File: config.mk
export PLATFORM = sky130hd
export DESIGN_NAME = alu_exec_flat
export DESIGN_NICKNAME = d
export VERILOG_FILES = /design/src/rtl/alu_exec_if.sv /design/src/rtl/alu_exec.sv /design/src/flat_wrapper.sv
export SDC_FILE = /design/constraint.sdc
export NUM_CORES = 1
export LEC_CHECK = 0
export CAP_MARGIN = 10
export CORE_ASPECT_RATIO = 2
export CORE_UTILIZATION = 41
export DETAILED_ROUTE_END_ITERATION = 7
export DONT_BUFFER_PORTS = 1
export GPL_ROUTABILITY_DRIVEN = 0
export PLACE_DENSITY = 0.62
export SETUP_SLACK_MARGIN = 0.4
export SLEW_MARGIN = 20
export SYNTH_ARGS = -nofsm -noshare
export SYNTH_HDL_FRONTEND = slang
export SYNTH_SLANG_ARGS = --single-unit
File: constraint.sdc
create_clock -name clk -period 0.8 [get_ports clk]
set_input_delay 0.12 -clock clk [delete_from_list [all_inputs] [get_ports clk]]
set_output_delay 0.12 -clock clk [all_outputs]
set_load 0.005 [all_outputs]
File: src/rtl/alu_exec_if.sv
`default_nettype none
// ============================================================================
//  Module      : alu_exec_if
//  Description : Operation request / result bundle between the execute-stage
//                ALU (slave) and the issuing pipeline logic (master).
//                Request : start, ALUCtrl, A, B, shamt
//                Response: result, zero, hi, lo, busy, done, div_by_zero
//  Revision    : 1.0 - initial release
// ============================================================================
interface alu_exec_if #(
    parameter int WIDTH = 32
);
    logic             start;
    logic [3:0]       ALUCtrl;
    logic [WIDTH-1:0] A;
    logic [WIDTH-1:0] B;
    logic [4:0]       shamt;
    logic [WIDTH-1:0] result;
    logic             zero;
    logic [WIDTH-1:0] hi;
    logic [WIDTH-1:0] lo;
    logic             busy;
    logic             done;
    logic             div_by_zero;

    modport master (
        output start, ALUCtrl, A, B, shamt,
        input  result, zero, hi, lo, busy, done, div_by_zero
    );

    modport slave (
        input  start, ALUCtrl, A, B, shamt,
        output result, zero, hi, lo, busy, done, div_by_zero
    );
endinterface
`default_nettype wire

File: src/rtl/alu_exec.sv
`default_nettype none
// ============================================================================
//  Module      : alu_exec
//  Description : Execute-stage ALU. Single-cycle logic/arith/compare/shift
//                ops plus optional iterative signed mult/div (1 bit/cycle)
//                that stall the pipeline through `busy`.
//  Ports       : clk   - rising-edge clock
//                rst_n - asynchronous active-low reset
//                bus   - alu_exec_if.slave (request in, registered results out)
//  Config      : ALU_MULDIV_EN - when defined, builds the mult/div datapath
//                and the MUL/DIV/FIX states; otherwise codes 7/8 behave as
//                illegal codes and hi/lo/busy/div_by_zero are tied low.
//  Parameters  : WIDTH - operand/result width, must be >= 2
//  Revision    : 1.0 - initial release
// ============================================================================
module alu_exec #(
    parameter int WIDTH = 32
) (
    input  logic       clk,
    input  logic       rst_n,
    alu_exec_if.slave  bus
);
    localparam int c_SHW = $clog2(WIDTH);
    localparam int c_SHU = (c_SHW < 5) ? c_SHW : 5;   // usable shamt bits

    logic [c_SHU-1:0] w_shamt;
    logic [WIDTH-1:0] w_alu;

    assign w_shamt = bus.shamt[c_SHU-1:0];

    // Single-cycle result; codes 7/8 fall to zero here and are overridden
    // by the mult/div path when it is built.
    always_comb begin
        w_alu = '0;
        case (bus.ALUCtrl)
            4'd0:    w_alu = bus.A & bus.B;
            4'd1:    w_alu = bus.A | bus.B;
            4'd2:    w_alu = bus.A + bus.B;
            4'd3:    w_alu = bus.A - bus.B;
            4'd4:    w_alu = {{(WIDTH-1){1'b0}}, ($signed(bus.A) < $signed(bus.B))};
            4'd5:    w_alu = {{(WIDTH-1){1'b0}}, ($signed(bus.A) > $signed(bus.B))};
            4'd6:    w_alu = ~bus.A;
            4'd9:    w_alu = bus.B << w_shamt;
            4'd10:   w_alu = bus.B >> w_shamt;
            default: w_alu = '0;
        endcase
    end

`ifdef ALU_MULDIV_EN
    localparam int c_CW = $clog2(WIDTH + 1);

    typedef enum logic [1:0] {
        S_IDLE = 2'd0,
        S_MUL  = 2'd1,
        S_DIV  = 2'd2,
        S_FIX  = 2'd3
    } state_t;

    state_t           r_state;
    logic [c_CW-1:0]  r_cnt;
    logic             r_is_div;
    logic             r_neg_q;      // product / quotient sign
    logic             r_neg_r;      // remainder sign (dividend sign)
    logic [WIDTH-1:0] r_acc_hi;     // mult: partial product high / div: remainder
    logic [WIDTH-1:0] r_acc_lo;     // mult: multiplier->product low / div: dividend->quotient
    logic [WIDTH-1:0] r_opb;        // mult: multiplicand / div: divisor
    logic [WIDTH-1:0] r_result, r_hi, r_lo;
    logic             r_zero, r_busy, r_done, r_dbz;

    logic [WIDTH-1:0]   w_mag_a, w_mag_b;
    logic [WIDTH:0]     w_msum;
    logic [WIDTH:0]     w_dshift;
    logic [WIDTH-1:0]   w_ddiff;
    logic               w_dge;
    logic [2*WIDTH-1:0] w_prod, w_prod_s;
    logic [WIDTH-1:0]   w_fix_hi, w_fix_lo;

    assign w_mag_a = bus.A[WIDTH-1] ? ({WIDTH{1'b0}} - bus.A) : bus.A;
    assign w_mag_b = bus.B[WIDTH-1] ? ({WIDTH{1'b0}} - bus.B) : bus.B;

    // Shift-add step: add multiplicand when the current multiplier bit is
    // set, then shift the whole {carry, hi, lo} right by one.
    assign w_msum = {1'b0, r_acc_hi} + (r_acc_lo[0] ? {1'b0, r_opb} : {(WIDTH+1){1'b0}});

    // Restoring step: bring in the next dividend bit, subtract if it fits.
    assign w_dshift = {r_acc_hi, r_acc_lo[WIDTH-1]};
    assign w_dge    = (w_dshift >= {1'b0, r_opb});
    assign w_ddiff  = w_dshift[WIDTH-1:0] - r_opb;

    assign w_prod   = {r_acc_hi, r_acc_lo};
    assign w_prod_s = r_neg_q ? ({(2*WIDTH){1'b0}} - w_prod) : w_prod;

    always_comb begin
        w_fix_hi = w_prod_s[2*WIDTH-1:WIDTH];
        w_fix_lo = w_prod_s[WIDTH-1:0];
        if (r_is_div) begin
            // most-negative / -1 wraps back to most-negative here
            w_fix_lo = r_neg_q ? ({WIDTH{1'b0}} - r_acc_lo) : r_acc_lo;
            w_fix_hi = r_neg_r ? ({WIDTH{1'b0}} - r_acc_hi) : r_acc_hi;
        end
    end

    always_ff @(posedge clk or negedge rst_n) begin
        if (!rst_n) begin
            r_state  <= S_IDLE;
            r_cnt    <= '0;
            r_is_div <= 1'b0;
            r_neg_q  <= 1'b0;
            r_neg_r  <= 1'b0;
            r_acc_hi <= '0;
            r_acc_lo <= '0;
            r_opb    <= '0;
            r_result <= '0;
            r_hi     <= '0;
            r_lo     <= '0;
            r_zero   <= 1'b0;
            r_busy   <= 1'b0;
            r_done   <= 1'b0;
            r_dbz    <= 1'b0;
        end else begin
            r_done <= 1'b0;
            case (r_state)
                S_IDLE: begin
                    if (bus.start) begin
                        r_dbz <= 1'b0;
                        if (bus.ALUCtrl == 4'd7 || (bus.ALUCtrl == 4'd8 && bus.B != '0)) begin
                            r_is_div <= (bus.ALUCtrl == 4'd8);
                            r_neg_q  <= bus.A[WIDTH-1] ^ bus.B[WIDTH-1];
                            r_neg_r  <= bus.A[WIDTH-1];
                            r_acc_hi <= '0;
                            r_cnt    <= c_CW'(WIDTH);
                            r_busy   <= 1'b1;
                            if (bus.ALUCtrl == 4'd7) begin
                                r_acc_lo <= w_mag_b;
                                r_opb    <= w_mag_a;
                                r_state  <= S_MUL;
                            end else begin
                                r_acc_lo <= w_mag_a;
                                r_opb    <= w_mag_b;
                                r_state  <= S_DIV;
                            end
                        end else if (bus.ALUCtrl == 4'd8) begin
                            // divide by zero: immediate, no iteration
                            r_lo     <= '1;
                            r_hi     <= bus.A;
                            r_result <= '1;
                            r_zero   <= 1'b0;
                            r_dbz    <= 1'b1;
                            r_done   <= 1'b1;
                        end else begin
                            r_result <= w_alu;
                            r_zero   <= (w_alu == '0);
                            r_done   <= 1'b1;
                        end
                    end
                end
                S_MUL: begin
                    r_acc_hi <= w_msum[WIDTH:1];
                    r_acc_lo <= {w_msum[0], r_acc_lo[WIDTH-1:1]};
                    r_cnt    <= r_cnt - c_CW'(1);
                    if (r_cnt == c_CW'(1)) r_state <= S_FIX;
                end
                S_DIV: begin
                    r_acc_hi <= w_dge ? w_ddiff : w_dshift[WIDTH-1:0];
                    r_acc_lo <= {r_acc_lo[WIDTH-2:0], w_dge};
                    r_cnt    <= r_cnt - c_CW'(1);
                    if (r_cnt == c_CW'(1)) r_state <= S_FIX;
                end
                S_FIX: begin
                    r_hi     <= w_fix_hi;
                    r_lo     <= w_fix_lo;
                    r_result <= w_fix_lo;
                    r_zero   <= (w_fix_lo == '0);
                    r_busy   <= 1'b0;
                    r_done   <= 1'b1;
                    r_state  <= S_IDLE;
                end
                default: r_state <= S_IDLE;
            endcase
        end
    end

    assign bus.hi          = r_hi;
    assign bus.lo          = r_lo;
    assign bus.busy        = r_busy;
    assign bus.div_by_zero = r_dbz;
`else
    logic [WIDTH-1:0] r_result;
    logic             r_zero, r_done;

    always_ff @(posedge clk or negedge rst_n) begin
        if (!rst_n) begin
            r_result <= '0;
            r_zero   <= 1'b0;
            r_done   <= 1'b0;
        end else begin
            r_done <= bus.start;
            if (bus.start) begin
                r_result <= w_alu;
                r_zero   <= (w_alu == '0);
            end
        end
    end

    assign bus.hi          = '0;
    assign bus.lo          = '0;
    assign bus.busy        = 1'b0;
    assign bus.div_by_zero = 1'b0;
`endif

    assign bus.result = r_result;
    assign bus.zero   = r_zero;
    assign bus.done   = r_done;
endmodule
`default_nettype wire

File: src/flat_wrapper.sv
// flat-port wrapper written by rule: the top's interface ports become plain ports
module alu_exec_flat 
#(
    parameter int WIDTH = 32
)
  (clk, rst_n, bus_start, bus_ALUCtrl, bus_A, bus_B, bus_shamt, bus_result, bus_zero, bus_hi, bus_lo, bus_busy, bus_done, bus_div_by_zero);
  alu_exec_if #(.WIDTH(WIDTH)) bus_i ();
  input  logic clk;
  input  logic rst_n;
  input wire logic [$bits(bus_i.start)-1:0] bus_start;
  input wire logic [$bits(bus_i.ALUCtrl)-1:0] bus_ALUCtrl;
  input wire logic [$bits(bus_i.A)-1:0] bus_A;
  input wire logic [$bits(bus_i.B)-1:0] bus_B;
  input wire logic [$bits(bus_i.shamt)-1:0] bus_shamt;
  output wire logic [$bits(bus_i.result)-1:0] bus_result;
  output wire logic [$bits(bus_i.zero)-1:0] bus_zero;
  output wire logic [$bits(bus_i.hi)-1:0] bus_hi;
  output wire logic [$bits(bus_i.lo)-1:0] bus_lo;
  output wire logic [$bits(bus_i.busy)-1:0] bus_busy;
  output wire logic [$bits(bus_i.done)-1:0] bus_done;
  output wire logic [$bits(bus_i.div_by_zero)-1:0] bus_div_by_zero;
  assign bus_i.start = bus_start;
  assign bus_i.ALUCtrl = bus_ALUCtrl;
  assign bus_i.A = bus_A;
  assign bus_i.B = bus_B;
  assign bus_i.shamt = bus_shamt;
  assign bus_result = bus_i.result;
  assign bus_zero = bus_i.zero;
  assign bus_hi = bus_i.hi;
  assign bus_lo = bus_i.lo;
  assign bus_busy = bus_i.busy;
  assign bus_done = bus_i.done;
  assign bus_div_by_zero = bus_i.div_by_zero;
  alu_exec #(.WIDTH(WIDTH)) u_core (.clk(clk), .rst_n(rst_n), .bus(bus_i));
endmodule
Figure 1. Metal 3 (run 1).
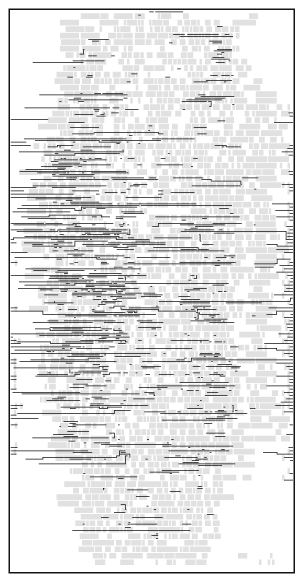
nets with wire on the layer: 403
longest straight run: 58.2 microns
main direction: horizontal
share of all routed wire: 10%

Figure 2. The clock network (run 1).
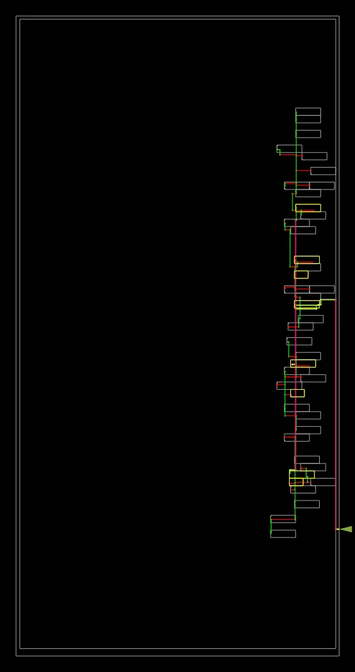
Worst Skew: 0 ns
TritonCTS buffer count: 5
num sequential: 34
clock network power consumption: 2.10 mW

==> notes.md, run 1 <==
Results of the run.

The flow ran to the end, but the final reports show violations. The final reports fail on negative hold slack, negative setup slack. Setup repair after global routing could not meet its margin everywhere. The effective utilization at floorplan is between 40% and 50%. The number of gates resized after cts is roughly 150. The detailed route wirelength on metal2 is 27,120 microns.

Once routing completed, OpenROAD measured the worst setup slack at -2.365 ns. The report shows a maximum critical-path fanout of 10. The area growth from synthesis to layout is 44.78%. The routed via count divided by cell count is 6.445.

The filler cells instantiated in the layout total about 2,400. The floorplan step defined a core boundary enclosing approximately 27,000 sq um. The main area contributors are sky130_fd_sc_hd__ha_1, sky130_fd_sc_hd__mux4_2, sky130_fd_sc_hd__dfrtp_1, sky130_fd_sc_hd__a21oi_1, sky130_fd_sc_hd__nor2_1. The first routing iteration left ~1,500 violations.

The number of warnings issued by yosys is 0. The number of distinct standard cells referenced by the synthesized netlist is 82. For the final routed database, the setup TNS stands at -52.95 ns.

The clock-pin slew of the registers on the worst-case setup and hold paths is about 0.05 ns. The count of placed standard cells in the final layout, fillers left out is ~2,200. The number of hold violations in the final report is between 50 and 60. Looking at the cell usage after synthesis, the top flip-flop cell is sky130_fd_sc_hd__dfrtp_1. The depth of the CTS H-tree is 2. Summed over all layers, the global routing overflow is 0.

The highest clock rate this design can be run at is about 320 MHz. The TritonCTS clock tree is yes. The HPWL after detailed placement is 43,170 microns. Counting every instance in the synthesized netlist gives between 1,500 and 2,000. The script parses the final routing iteration and logs DRC violations as 0. The setup violation total in the final timing report is 42. The post-synthesis cell type with the largest instance count is sky130_fd_sc_hd__nor2_1.

In this run, synthesis produced a sequential element count of 34. The worst hold slack after final layout is -0.4696 ns. In this run the post-CTS setup repair buffer count came out at 24. The number of global-route vias before repair came to 14,105.
Figure 3. Zoomed window (run 1).
Region (39, 98) to (79, 138) microns. Cells in gray, sequential cells in the stronger gray; small squares are vias.
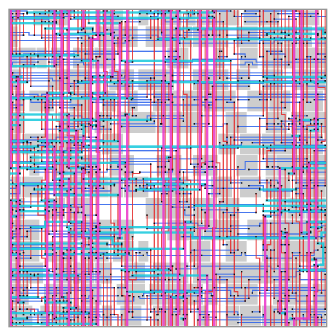
| layer | color |
|---|---|
| met2 | red |
| met4 | magenta |
| met1 | blue |
| met3 | cyan |
cells with their middle in the window: 161
most frequent: buf_4 (45), inv_1 (12), ha_1 (11)
sequential cells in the window: 0

==> run 1: area by class of cell <==
| cell class | instances | area (sq um) | area share [%] |
|---|---|---|---|
| multi-input cells | 1263 | 10400 | 64.52 |
| repair buffers | 485 | 3801 | 23.57 |
| flip-flops and latches | 34 | 850.8 | 5.276 |
| inverters | 106 | 467.9 | 2.902 |
| well taps | 348 | 435.4 | 2.700 |
| clock buffers | 8 | 166.4 | 1.032 |
==> run 1: critical path, stage by stage <==
cell	delay, ns
sky130_fd_sc_hd__inv_8	0.02
sky130_fd_sc_hd__ha_4	0.23
sky130_fd_sc_hd__or4_4	0.53
sky130_fd_sc_hd__or3_4	0.43
sky130_fd_sc_hd__a211oi_4	0.21
sky130_fd_sc_hd__nor3_2	0.07
sky130_fd_sc_hd__xnor2_1	0.18
sky130_fd_sc_hd__nor2_1	0.08
sky130_fd_sc_hd__a2111oi_1	0.35
sky130_fd_sc_hd__and4_1	0.25
sky130_fd_sc_hd__nand4_1	0.14
sky130_fd_sc_hd__or4_4	0.52
sky130_fd_sc_hd__o41ai_2	0.20
==> run 1: final timing paths <==
path                                            start                     to  slack [ns]  depth (start not counted)
worst max-delay path                        bus_B[11]        u_core.bus.zero       -2.36                         13
worst min-delay path                            rst_n  u_core.bus.result[10]       -0.47                          0
worst max register to register  u_core.bus.result[10]  u_core.bus.result[10]       -0.12                          2
worst min register to register   u_core.bus.result[1]   u_core.bus.result[1]        0.51                          2
max in group asynchronous                       rst_n  u_core.bus.result[23]        1.19                          0
min in group clk                            bus_start        u_core.bus.done       -0.09                          0
==> run 1: where the power goes <==
| group | total, mW | switching (mW) | internal (mW) | leakage [nW] |
|---|---|---|---|---|
| clock | 2.10 | 0.688 | 1.41 | 0.0832 |
| combinational | 10.9 | 5.44 | 5.42 | 6.74 |
| sequential | 2.12 | 0.169 | 1.95 | 0.415 |
==> run 1: logic make-up (layout without fill, tap and decap cells) <==
group           count (synthesis)  count (layout)
fa+ha+maj                      98              98
simple gates                  457             457
mux                           134             134
xor+xnor                       23              23
other cells                     1              66
compound gates                485             485
buf+inv                       292             599
flops                          34              34
==> run 1: sequential cells by signal (all words and copies together), names as in the netlist <==
name and cells:
u_core.bus.zero 1, u_core.bus.result 32, u_core.bus.done 1
==> run 1: per-layer routing <==
metal / vias to the layer above / GRT usage, %
li1: 6246 / -
met1: 6813 / 41.77
met2: 1019 / 67.45
met3: 385 / 9.448
met4: 0 / 35.71
met5: - / 0
==> run 1: placed cells by master (no fill, tap or decap), drive strengths merged, types with 7 or more instances in the layout <==
master / count
a211o: 8
a211oi: 29
a21o: 12
a21oi: 137
a22oi: 10
a31oi: 15
and2: 14
and3: 15
buf: 485
clkbuf: 8
conb: 66
dfrtp: 34
ha: 96
inv: 104
mux2: 36
mux2i: 47
mux4: 51
nand2: 106
nand2b: 15
nand3: 32
nand3b: 7
nand4: 11
nor2: 155
nor2b: 19
nor3: 31
nor4: 14
o211ai: 32
o21a: 11
o21ai: 76
o21bai: 11
o221ai: 13
o22ai: 23
o31ai: 21
or2: 8
or3: 10
xnor2: 19
## Run 2: what changed since run 1
--- a/config.mk
+++ b/config.mk
@@ -8,6 +8,7 @@
 export CAP_MARGIN = 10
 export CORE_ASPECT_RATIO = 2
 export CORE_UTILIZATION = 41
+export CTS_CLUSTER_DIAMETER = 150
 export DETAILED_ROUTE_END_ITERATION = 7
 export DONT_BUFFER_PORTS = 1
 export GPL_ROUTABILITY_DRIVEN = 0
Figure 4. Zoomed window (run 2).
Region (39, 98) to (79, 138) microns. Cells in gray, sequential cells in the stronger gray; small squares are vias.
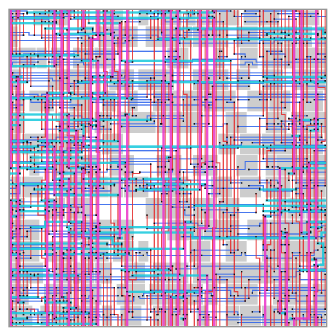
| layer | color |
|---|---|
| met4 | magenta |
| met3 | cyan |
| met2 | red |
| met1 | blue |
cells with their middle in the window: 161
sequential cells in the window: 0
most frequent: buf_4 (45), inv_1 (12), ha_1 (11)

Figure 5. Metal 3 (run 2).
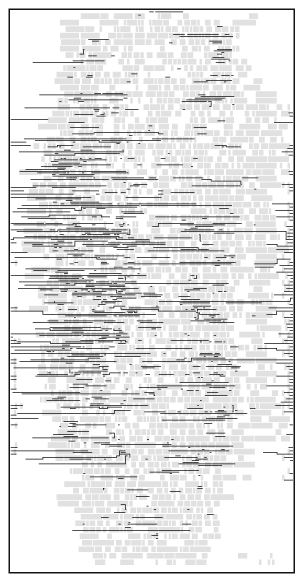
longest straight run: 58.2 microns
main direction: horizontal

==> notes.md, run 2 <==
Results of the run.

Top cells by area in the synthesized netlist: sky130_fd_sc_hd__ha_1, sky130_fd_sc_hd__mux4_2, sky130_fd_sc_hd__dfrtp_1, sky130_fd_sc_hd__a21oi_1, sky130_fd_sc_hd__nor2_1 (unchanged). The most instantiated flip-flop cell in the synthesis netlist is sky130_fd_sc_hd__dfrtp_1 (unchanged). The worst setup margin is -2.365 ns (unchanged). The maximum clock skew at final layout is 0 ns (unchanged). The HPWL after detailed placement is 43,170 microns (unchanged). The dominant delay contributor by cell family on the critical path was simple AND/OR/NAND/NOR gates (unchanged).

The detailed-route DRC error count was 0 (unchanged). Violated checks: negative hold slack, negative setup slack (unchanged). The routed via count divided by cell count is 6.445 (unchanged). The highest-count logic cell in the final layout is sky130_fd_sc_hd__buf_4 (unchanged). The TritonCTS clock tree is yes (unchanged).

The buffer-and-inverter tally for the worst setup path is 1 (unchanged). The number of hold violations in the final report is 58 (unchanged). The setup violation total in the final timing report is 42 (unchanged). The depth of the CTS H-tree was 2 (unchanged).

The biggest fanout along the worst timing path is 10 (unchanged). The post-synthesis cell type with the largest instance count is sky130_fd_sc_hd__nor2_1 (unchanged). Unrepaired setup endpoints after global routing: true (unchanged). The number of fill cells in the layout is 2,362 (unchanged).

The total clock buffers created by CTS came to 5 (unchanged). The number of cells produced by synthesis was 1,524 (unchanged). The worst hold slack after final layout is -0.4696 ns (unchanged). Outcome: finished with violations (unchanged). The area growth from synthesis to layout was 44.78% (unchanged).
[run 2: cell families (layout without fill, tap and decap cells)]
family / count (synthesis) / after routing / synth area share, %
simple gates: 457 / 457 / 19.68
fa+ha+maj: 98 / 98 / 11.14
xor+xnor: 23 / 23 / 1.809
other cells: 1 / 66 / 0.03367
mux: 134 / 134 / 18.18
compound gates: 485 / 485 / 29.06
flops: 34 / 34 / 7.639
buf+inv: 292 / 599 / 12.46
[run 2: what timing repair did]
item,CTS,global route
buffers inserted,24,12
gates cloned,0,0
setup endpoints to repair,67,67
gates resized,145,100
pin swaps,66,64
hold endpoints to repair,59,59
[run 2: area by class of cell]
class                      count  area (sq um)  area share (%)
clock buffer                   8         166.4           1.032
tap                          348         435.4           2.700
multi-input combinational   1263         10400           64.52
sequential                    34         850.8           5.276
inverter                     106         467.9           2.902
timing repair buffer         485          3801           23.57
[run 2: final timing paths]
path,startpoint,to,slack [ns],depth (start not counted)
min in group clk,bus_start,u_core.bus.done,-0.09,0
min reg2reg,u_core.bus.result[1],u_core.bus.result[1],0.51,2
max reg2reg,u_core.bus.result[10],u_core.bus.result[10],-0.12,2
max in group asynchronous,rst_n,u_core.bus.result[23],1.19,0
min,rst_n,u_core.bus.result[10],-0.47,0
max,bus_B[11],u_core.bus.zero,-2.36,13
[run 2: where the power goes]
part,total (mW),internal [mW],switching (mW),leakage [nW]
sequential,2.12,1.95,0.169,0.415
combinational,10.9,5.42,5.44,6.74
clock,2.10,1.41,0.688,0.0832
total,15.1,8.77,6.30,7.23
[run 2: stage by stage]
step / util, % / power (mW) / TNS [ns]
final: 60.17 / 15.08 / -52.95
after CTS: 58.07 / 14.02 / -51.15
after detailed placement: 54.36 / 11.08 / -64.40
after floorplan: - / 7.672 / -52.03
after global routing: 60.17 / 15.73 / -55.61
after global placement: 54.36 / 10.98 / -63.63
[run 2: per-layer routing]
metal | GRT usage, % | part of all wire [%]
met3 | 9.448 | 10
met5 | 0 | 0
met4 | 35.71 | 11
met1 | 41.77 | 32
met2 | 67.45 | 47
## Run 3: what changed since run 2
--- a/config.mk
+++ b/config.mk
@@ -8,13 +8,15 @@
 export CAP_MARGIN = 10
 export CORE_ASPECT_RATIO = 2
 export CORE_UTILIZATION = 41
+export CTS_BUF_LIST = sky130_fd_sc_hd__clkbuf_8
 export CTS_CLUSTER_DIAMETER = 150
 export DETAILED_ROUTE_END_ITERATION = 7
 export DONT_BUFFER_PORTS = 1
 export GPL_ROUTABILITY_DRIVEN = 0
 export PLACE_DENSITY = 0.62
 export SETUP_SLACK_MARGIN = 0.4
-export SLEW_MARGIN = 20
+export SLEW_MARGIN = 30
 export SYNTH_ARGS = -nofsm -noshare
 export SYNTH_HDL_FRONTEND = slang
 export SYNTH_SLANG_ARGS = --single-unit
+export TNS_END_PERCENT = 10
Figure 6. The clock network (run 3).
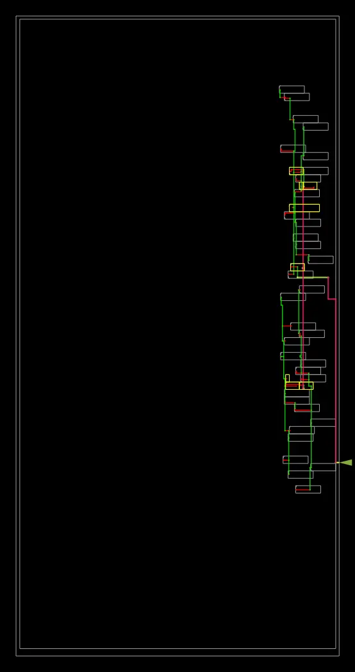
insertion delay of the later-clocked pin in the worst-skew pair: 0.29 ns
Sinks on Clock Net: 34

Figure 7. Metal 3 (run 3).
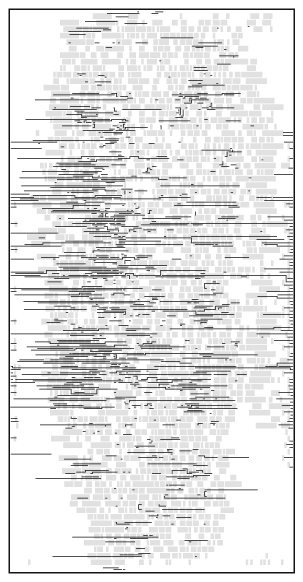
longest straight run: 60.9 microns
nets with wire on the layer: 434
share of all routed wire: 10%
wire length on this layer: 5,990 microns

==> notes.md, run 3 <==
Results of the run.

Outcome: finished with violations (unchanged). Violated checks: negative hold slack, negative setup slack (unchanged). The TritonCTS clock tree is yes (unchanged).

The relative contribution of sequential cells to total power is 15.2% (was 14.0%). The worst hold slack after final layout came to -0.4848 ns (was -0.4696 ns). The aggregate global routing overflow was 0 (unchanged).

The switching power as a share of total power was 43.26% (was 41.80%). The number of distinct standard cells referenced by the synthesized netlist is 82 (unchanged). The maximum clock skew at final layout is 0 ns (unchanged). The detailed route wirelength on metal2 is 26,920 microns (was 27,120 microns). The worst setup margin is -2.545 ns (was -2.365 ns). The highest layer used for signal routing is met4 (unchanged).

The fraction of power consumed by combinational cells is 73.8% (was 72.1%). The routed via count divided by cell count came to 6.537 (was 6.445). The number of global-route vias before repair is 14,425 (was 14,105).

The number of cells produced by synthesis was 1,524 (unchanged). The total clock buffers created by CTS is 5 (unchanged). The setup violation total in the final timing report came to 63 (was 42). The switching power is 6.054 mW (was 6.301 mW). Top cells excl fill/tap: sky130_fd_sc_hd__buf_4, sky130_fd_sc_hd__nor2_1, sky130_fd_sc_hd__a21oi_1 (was sky130_fd_sc_hd__buf_4, sky130_fd_sc_hd__nor2_1, sky130_fd_sc_hd__nand2_1). The number of hold violations in the final report was 64 (was 58). The number of flip-flops and latches in the synthesized netlist was 34 (unchanged). The number of warnings issued by yosys came to 0 (unchanged).
==> run 3: cell counts after synthesis <==
No cell type changed its count.
==> run 3: timing repair <==
action	in CTS	in global routing
setup buffers	13	4
pin swaps	55	31
endpoints found under the hold margin	64	65
endpoints found under the setup margin	67	67
resized	136	46
==> run 3: metrics by stage <==
step / total power, mW / setup slack, ns / instances / setup TNS, ns
global route: 14.64 / -2.609 / 2235 / -58.61
finish: 13.99 / -2.545 / 2237 / -55.35
global placement: 10.91 / -3.130 / 2209 / -68.91
floorplan: 7.332 / -2.529 / 1589 / -55.64
detailed placement: 11.02 / -3.183 / 2209 / -70.44
CTS: 13.29 / -2.409 / 2230 / -53.75
==> run 3: kinds of logic (layout without fill, tap and decap cells) <==
family                   count (synthesis)  count (layout)  synth area share, %
AND-OR/OR-AND                          485             485                29.06
AND/OR/NAND/NOR                        457             457                19.68
buffers and inverters                  292             590                12.46
multiplexers                           134             134                18.18
adder cells (fa/ha/maj)                 98              98                11.14
flip-flops                              34              34                7.639
XOR/XNOR                                23              23                1.809
other                                    1              68              0.03367
==> run 3: path summary, 6_finish.rpt <==
kind,from,to,slack (ns),cells after the start
worst min-delay path,rst_n,u_core.bus.result[9],-0.48,0
min in group clk,bus_start,u_core.bus.done,-0.14,0
worst max-delay path,bus_A[1],u_core.bus.zero,-2.55,16
max in group asynchronous,rst_n,u_core.bus.result[26],1.19,0
worst min register to register,u_core.bus.result[22],u_core.bus.result[22],0.54,1
worst max register to register,u_core.bus.result[31],u_core.bus.result[31],0,1
==> run 3: metal layers <==
layer | track usage (%) | vias up
met1 | 40.71 | 6799
met2 | 69.24 | 1123
met3 | 10.68 | 466
met4 | 38.20 | 0
met5 | 0 | -
li1 | - | 6235
==> run 3: power groups by stage <==
stage | logic [mW] | clock network (mW) | registers [mW]
final | 10.3 | 1.55 | 2.12
after global routing | 10.9 | 1.63 | 2.15
after CTS | 9.59 | 1.58 | 2.13
after detailed placement | 8.87 | 0 | 2.15
after global placement | 8.77 | 0 | 2.14
after floorplan | 5.23 | 0 | 2.10
==> run 3: cell type report <==
cell class,instances,area (sq um),share of cell area (%)
well taps,348,435.4,2.823
flip-flops and latches,34,850.8,5.516
clock inverters,3,37.54,0.2434
multi-input cells,1263,9913,64.27
repair buffers,476,3681,23.87
diodes,2,5.005,0.03245
clock buffers,5,68.82,0.4462
inverters,106,431.7,2.799
==> run 3: worst max-delay path, stage by stage <==
cell	delay [ns]
sky130_fd_sc_hd__inv_1	0.07
sky130_fd_sc_hd__buf_4	0.16
sky130_fd_sc_hd__ha_1	0.29
sky130_fd_sc_hd__o21bai_1	0.28
sky130_fd_sc_hd__nand3_2	0.19
sky130_fd_sc_hd__a21oi_2	0.23
sky130_fd_sc_hd__buf_4	0.14
sky130_fd_sc_hd__o41ai_1	0.06
sky130_fd_sc_hd__buf_4	0.15
sky130_fd_sc_hd__o31ai_1	0.35
sky130_fd_sc_hd__a21boi_2	0.15
sky130_fd_sc_hd__xnor2_2	0.25
sky130_fd_sc_hd__o221a_2	0.29
sky130_fd_sc_hd__nand2_1	0.07
sky130_fd_sc_hd__or4_4	0.52
sky130_fd_sc_hd__o41ai_2	0.20
Power is estimated from default activity; no workload was simulated.
